[src/rtl/video_timing_gen.sv]
// Raster timing generator for the HDMI transmit path: pixel/line counters plus
// registered framing flags (blanking, {vsync, hsync}, early-active, line/frame start).
module video_timing_gen #(
  parameter int unsigned H_ACTIVE   = 640,
  parameter int unsigned H_FRONT    = 16,
  parameter int unsigned H_SYNC     = 96,
  parameter int unsigned H_BACK     = 48,
  parameter int unsigned V_ACTIVE   = 480,
  parameter int unsigned V_FRONT    = 10,
  parameter int unsigned V_SYNC     = 2,
  parameter int unsigned V_BACK     = 33,
  parameter logic        H_SYNC_POL = 1'b0,
  parameter logic        V_SYNC_POL = 1'b0
) (
  input  logic        pix_clock,
  input  logic        reset,
  input  logic        enable,
  output logic [11:0] h_count,
  output logic [10:0] v_count,
  output logic        active,
  output logic        blanking,
  output logic [1:0]  control_data,
  output logic        next_active,
  output logic        line_start,
  output logic        frame_start
);

  localparam int unsigned HW = 12;
  localparam int unsigned VW = 11;

  localparam int unsigned H_TOTAL        = H_ACTIVE + H_FRONT + H_SYNC + H_BACK;
  localparam int unsigned V_TOTAL        = V_ACTIVE + V_FRONT + V_SYNC + V_BACK;
  localparam int unsigned H_SYNC_START_I = H_ACTIVE + H_FRONT;
  localparam int unsigned H_SYNC_END_I   = H_SYNC_START_I + H_SYNC;
  localparam int unsigned V_SYNC_START_I = V_ACTIVE + V_FRONT;
  localparam int unsigned V_SYNC_END_I   = V_SYNC_START_I + V_SYNC;

  if (H_TOTAL > 4096 || V_TOTAL > 2048 ||
      H_ACTIVE == 0 || H_FRONT == 0 || H_SYNC == 0 || H_BACK == 0 ||
      V_ACTIVE == 0 || V_FRONT == 0 || V_SYNC == 0 || V_BACK == 0) begin : g_bad_params
    $error("video_timing_gen: invalid timing parameters");
  end

  localparam logic [HW-1:0] H_LAST = HW'(H_TOTAL - 1);
  localparam logic [VW-1:0] V_LAST = VW'(V_TOTAL - 1);
  localparam logic [HW-1:0] H_ACT  = HW'(H_ACTIVE);
  localparam logic [VW-1:0] V_ACT  = VW'(V_ACTIVE);
  localparam logic [HW-1:0] H_SS   = HW'(H_SYNC_START_I);
  localparam logic [HW-1:0] H_SE   = HW'(H_SYNC_END_I);
  localparam logic [VW-1:0] V_SS   = VW'(V_SYNC_START_I);
  localparam logic [VW-1:0] V_SE   = VW'(V_SYNC_END_I);

  function automatic logic [HW-1:0] h_next(input logic [HW-1:0] h);
    return (h == H_LAST) ? '0 : h + HW'(1);
  endfunction

  function automatic logic [VW-1:0] v_next(input logic [HW-1:0] h, input logic [VW-1:0] v);
    if (h != H_LAST) return v;
    return (v == V_LAST) ? '0 : v + VW'(1);
  endfunction

  function automatic logic in_active(input logic [HW-1:0] h, input logic [VW-1:0] v);
    return (h < H_ACT) && (v < V_ACT);
  endfunction

  logic [HW-1:0] h_count_q, h_count_d, h_succ;
  logic [VW-1:0] v_count_q, v_count_d, v_succ;
  logic          active_q, active_d;
  logic          blanking_q, blanking_d;
  logic [1:0]    control_data_q, control_data_d;
  logic          next_active_q, next_active_d;
  logic          line_start_q, line_start_d;
  logic          frame_start_q, frame_start_d;
  logic          hsync_on, vsync_on;

  // Flags decode the position the counters are about to hold, so they never skew.
  always_comb begin
    h_count_d = h_count_q;
    v_count_d = v_count_q;
    if (enable) begin
      h_count_d = h_next(h_count_q);
      v_count_d = v_next(h_count_q, v_count_q);
    end

    h_succ   = h_next(h_count_d);
    v_succ   = v_next(h_count_d, v_count_d);
    hsync_on = (h_count_d >= H_SS) && (h_count_d < H_SE);
    vsync_on = (v_count_d >= V_SS) && (v_count_d < V_SE);

    active_d       = in_active(h_count_d, v_count_d);
    blanking_d     = ~active_d;
    control_data_d = {vsync_on ? V_SYNC_POL : ~V_SYNC_POL,
                      hsync_on ? H_SYNC_POL : ~H_SYNC_POL};
    next_active_d  = in_active(h_succ, v_succ);
    line_start_d   = (h_count_d == '0);
    frame_start_d  = line_start_d && (v_count_d == '0);
  end

  // Reset parks on the last frame position so the first enabled edge lands on (0,0).
  always_ff @(posedge pix_clock) begin
    if (reset) begin
      h_count_q      <= H_LAST;
      v_count_q      <= V_LAST;
      active_q       <= 1'b0;
      blanking_q     <= 1'b1;
      control_data_q <= {~V_SYNC_POL, ~H_SYNC_POL};
      next_active_q  <= 1'b1;
      line_start_q   <= 1'b0;
      frame_start_q  <= 1'b0;
    end else begin
      h_count_q      <= h_count_d;
      v_count_q      <= v_count_d;
      active_q       <= active_d;
      blanking_q     <= blanking_d;
      control_data_q <= control_data_d;
      next_active_q  <= next_active_d;
      line_start_q   <= line_start_d;
      frame_start_q  <= frame_start_d;
    end
  end

  assign h_count      = h_count_q;
  assign v_count      = v_count_q;
  assign active       = active_q;
  assign blanking     = blanking_q;
  assign control_data = control_data_q;
  assign next_active  = next_active_q;
  assign line_start   = line_start_q;
  assign frame_start  = frame_start_q;

endmodule

[config.mk]
export PLATFORM = sky130hd
export DESIGN_NAME = video_timing_gen
export DESIGN_NICKNAME = d
export VERILOG_FILES = /design/src/rtl/video_timing_gen.sv
export SDC_FILE = /design/constraint.sdc
export NUM_CORES = 1
export LEC_CHECK = 0
export CAP_MARGIN = 30
export CORE_ASPECT_RATIO = 1.25
export CORE_MARGIN = 4
export CORE_UTILIZATION = 49
export DETAILED_ROUTE_END_ITERATION = 10
export GPL_TIMING_DRIVEN = 0
export HOLD_SLACK_MARGIN = 0.15
export PLACE_DENSITY = 0.76
export SYNTH_ARGS = -nofsm -noshare
export SYNTH_HDL_FRONTEND = slang
export SYNTH_SLANG_ARGS = --single-unit
export TNS_END_PERCENT = 30
[constraint.sdc]
create_clock -name pix_clock -period 2.7 [get_ports pix_clock]
set_input_delay 0.27 -clock pix_clock [delete_from_list [all_inputs] [get_ports pix_clock]]
set_output_delay 0.27 -clock pix_clock [all_outputs]
set_load 0.005 [all_outputs]
==> images/flops_by_reg.png <==
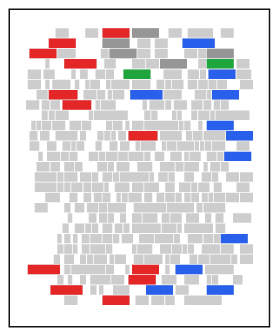
control_data: marked green, sequential cells 2. h_count: marked red, sequential cells 12. v_count: marked blue, sequential cells 11.
Another 5 sequential cells are not coloured.

==> images/wires.png <==
The bar under the picture is 20 µm long.
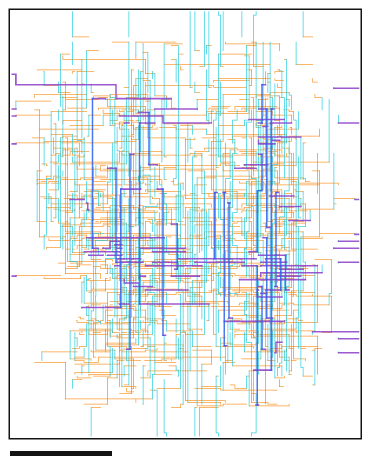
metal 2: marked cyan, wire length 3570 µm. metal 3: marked purple, wire length 428 µm. metal 1: marked orange, wire length 2860 µm. metal 4: marked blue, wire length 445 µm.

==> flow_summary.json <==
{
  "run_status": "finished with violations",
  "violations": "negative setup slack",
  "seq-cell-share_pct": 19.5,
  "relSlewSlack_pct": 61.3,
  "fin_crit_ns": 2.73,
  "critical_path.endpoint": "next_active",
  "yosys_area_um2": 2240,
  "ant_nets": 0,
  "finalSetupViolations": 1,
  "max-cap-violations": 0,
  "drive_above_1_share_pct": 30.0,
  "switching_share_pct": 36.8,
  "simple_gate_area_share_pct": 37.0,
  "grt_start_max_net_pins": 11,
  "wl_met3_um": 428,
  "cts_root_buffer": "clkbuf_8",
  "seqCellArea_um2": 623,
  "vdd_drop_max_mv": 0.340,
  "synthCells": 281,
  "logic_area_um2": 1680,
  "cellLeakagePower_nw": 1.16,
  "place_ws_ns": -0.705,
  "use_met2_pct": 37.9,
  "reg2reg_depth": 10,
  "p_comb_mw": 0.690,
  "worstPathMaxFanout": 7,
  "viasPerCell": 6.49,
  "ys_seq_share_pct": 26.8,
  "yosys-stat-cells": 281,
  "logic_family": "simple AND/OR/NAND/NOR gates",
  "lay_top_count": "clkdlybuf4s50_1",
  "worstReg2RegStart": "h_count[1]",
  "start_kind": "register",
  "p_switching_mw": 0.588,
  "htreeDepth": 2,
  "cts_resized": 21,
  "p_per_area_nw_per_um2": 499,
  "ys_ff": 30,
  "clkTransAtPathRegs_ns": 0.07,
  "cp.depth": 10,
  "async_flop_share_pct": 0,
  "required_ns": 2.91,
  "grt_use_total_pct": 24.7,
  "critPathTopFamily": "simple AND/OR/NAND/NOR gates",
  "busiest_layer": "met2",
  "rsz0062_at_grt": "yes",
  "warnings": 29,
  "nClkBuffers": 6,
  "max_freq_mhz": 366,
  "diodes": 0,
  "min-delay-start": "reset",
  "postCtsSetupBuffers": 6,
  "drtIter0Drc": 286,
  "holdPathStages": 2,
  "timing.hold.ws_ns": 0.202,
  "grt_pass1_vias": 2263,
  "synthMuxAreaShare_pct": 0.447,
  "hold_violations": 0,
  "firstDrtPassIters": 5,
  "synth_nets": 287,
  "total_power_mw": 1.60,
  "vias": 2583,
  "yosysMostFrequentCell": "dfxtp_1",
  "skew_ns": 0.00790,
  "top_cells_by_count": "dfxtp_1 (30), nand2_1 (25), nand4_1 (18), nor3_1 (18), a21oi_1 (17)",
  "hold-path-endpoint": "v_count[6]",
  "setup_tns_ns": -0.0296,
  "dieArea_um2": 5730,
  "buf_share_pct": 21.9,
  "p_seq_share_pct": 32.4,
  "largest_cell_class": "logic gates",
  "row_count": 27,
  "synth-xor-area-share_pct": 4.30,
  "core_um2": 4430,
  "area_leaders": "dfxtp_1 (27%), nand4_1 (5.0%), nand2_1 (4.2%)",
  "end_kind": "register",
  "power.internal_mw": 1.01,
  "slew_violations": 0,
  "power_top_consumer": "combinational cells",
  "min_path_type": "input port to register",
  "tightest_slew_ns": 0.578,
  "drc": 0,
  "flop-count": 30,
  "area_growth_syn_to_layout_pct": 42.8,
  "critPathLaunch": "h_count[1]",
  "pin_count": 33,
  "syn_area_um2": 2240,
  "clock_cell_area_share_pct": 2.97,
  "grt-ovfl-total": 0,
  "antenna_found_initial": 0,
  "ys_sh_aoi_pct": 19.7,
  "fp_util_pct": 50.6,
  "fin_cells": 398,
  "cts_tree": "built",
  "r2r-end": "next_active",
  "setup_slack_ns": -0.0296,
  "cts_hold_buf": 0,
  "yosysTopAreaCellShare_pct": 26.8,
  "finalWirelength_um": 7300,
  "yosysUniqueCellTypes": 66,
  "dp.final_hpwl_um": 4630,
  "cts_inserted_buffers": 5,
  "finalClockPeriodUsage_pct": 101,
  "crit_chain": "ha_4 > buf_8 > and4_4 > buf_6 > nand4_1 > nor3_2 > o32ai_4 > or4_1 > a211o_1 > a31oi_1",
  "logic_gates": 220,
  "post_dp_cell_area_um2": 2630,
  "fin_area_um2": 3200
}
==> images/clk_routes.png <==
The bar under the picture is 20 µm long.
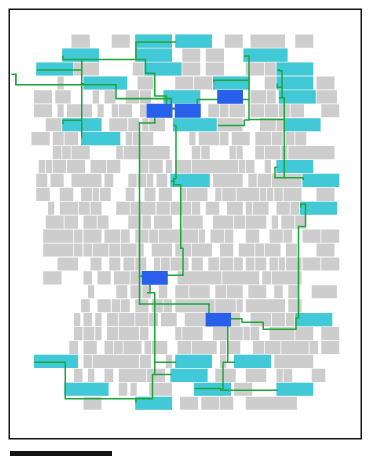
clock drivers: marked blue, count 5. flip-flops: marked cyan, count 30. clock wires: marked green, length 434 µm.
Position of the flops: widely spread.

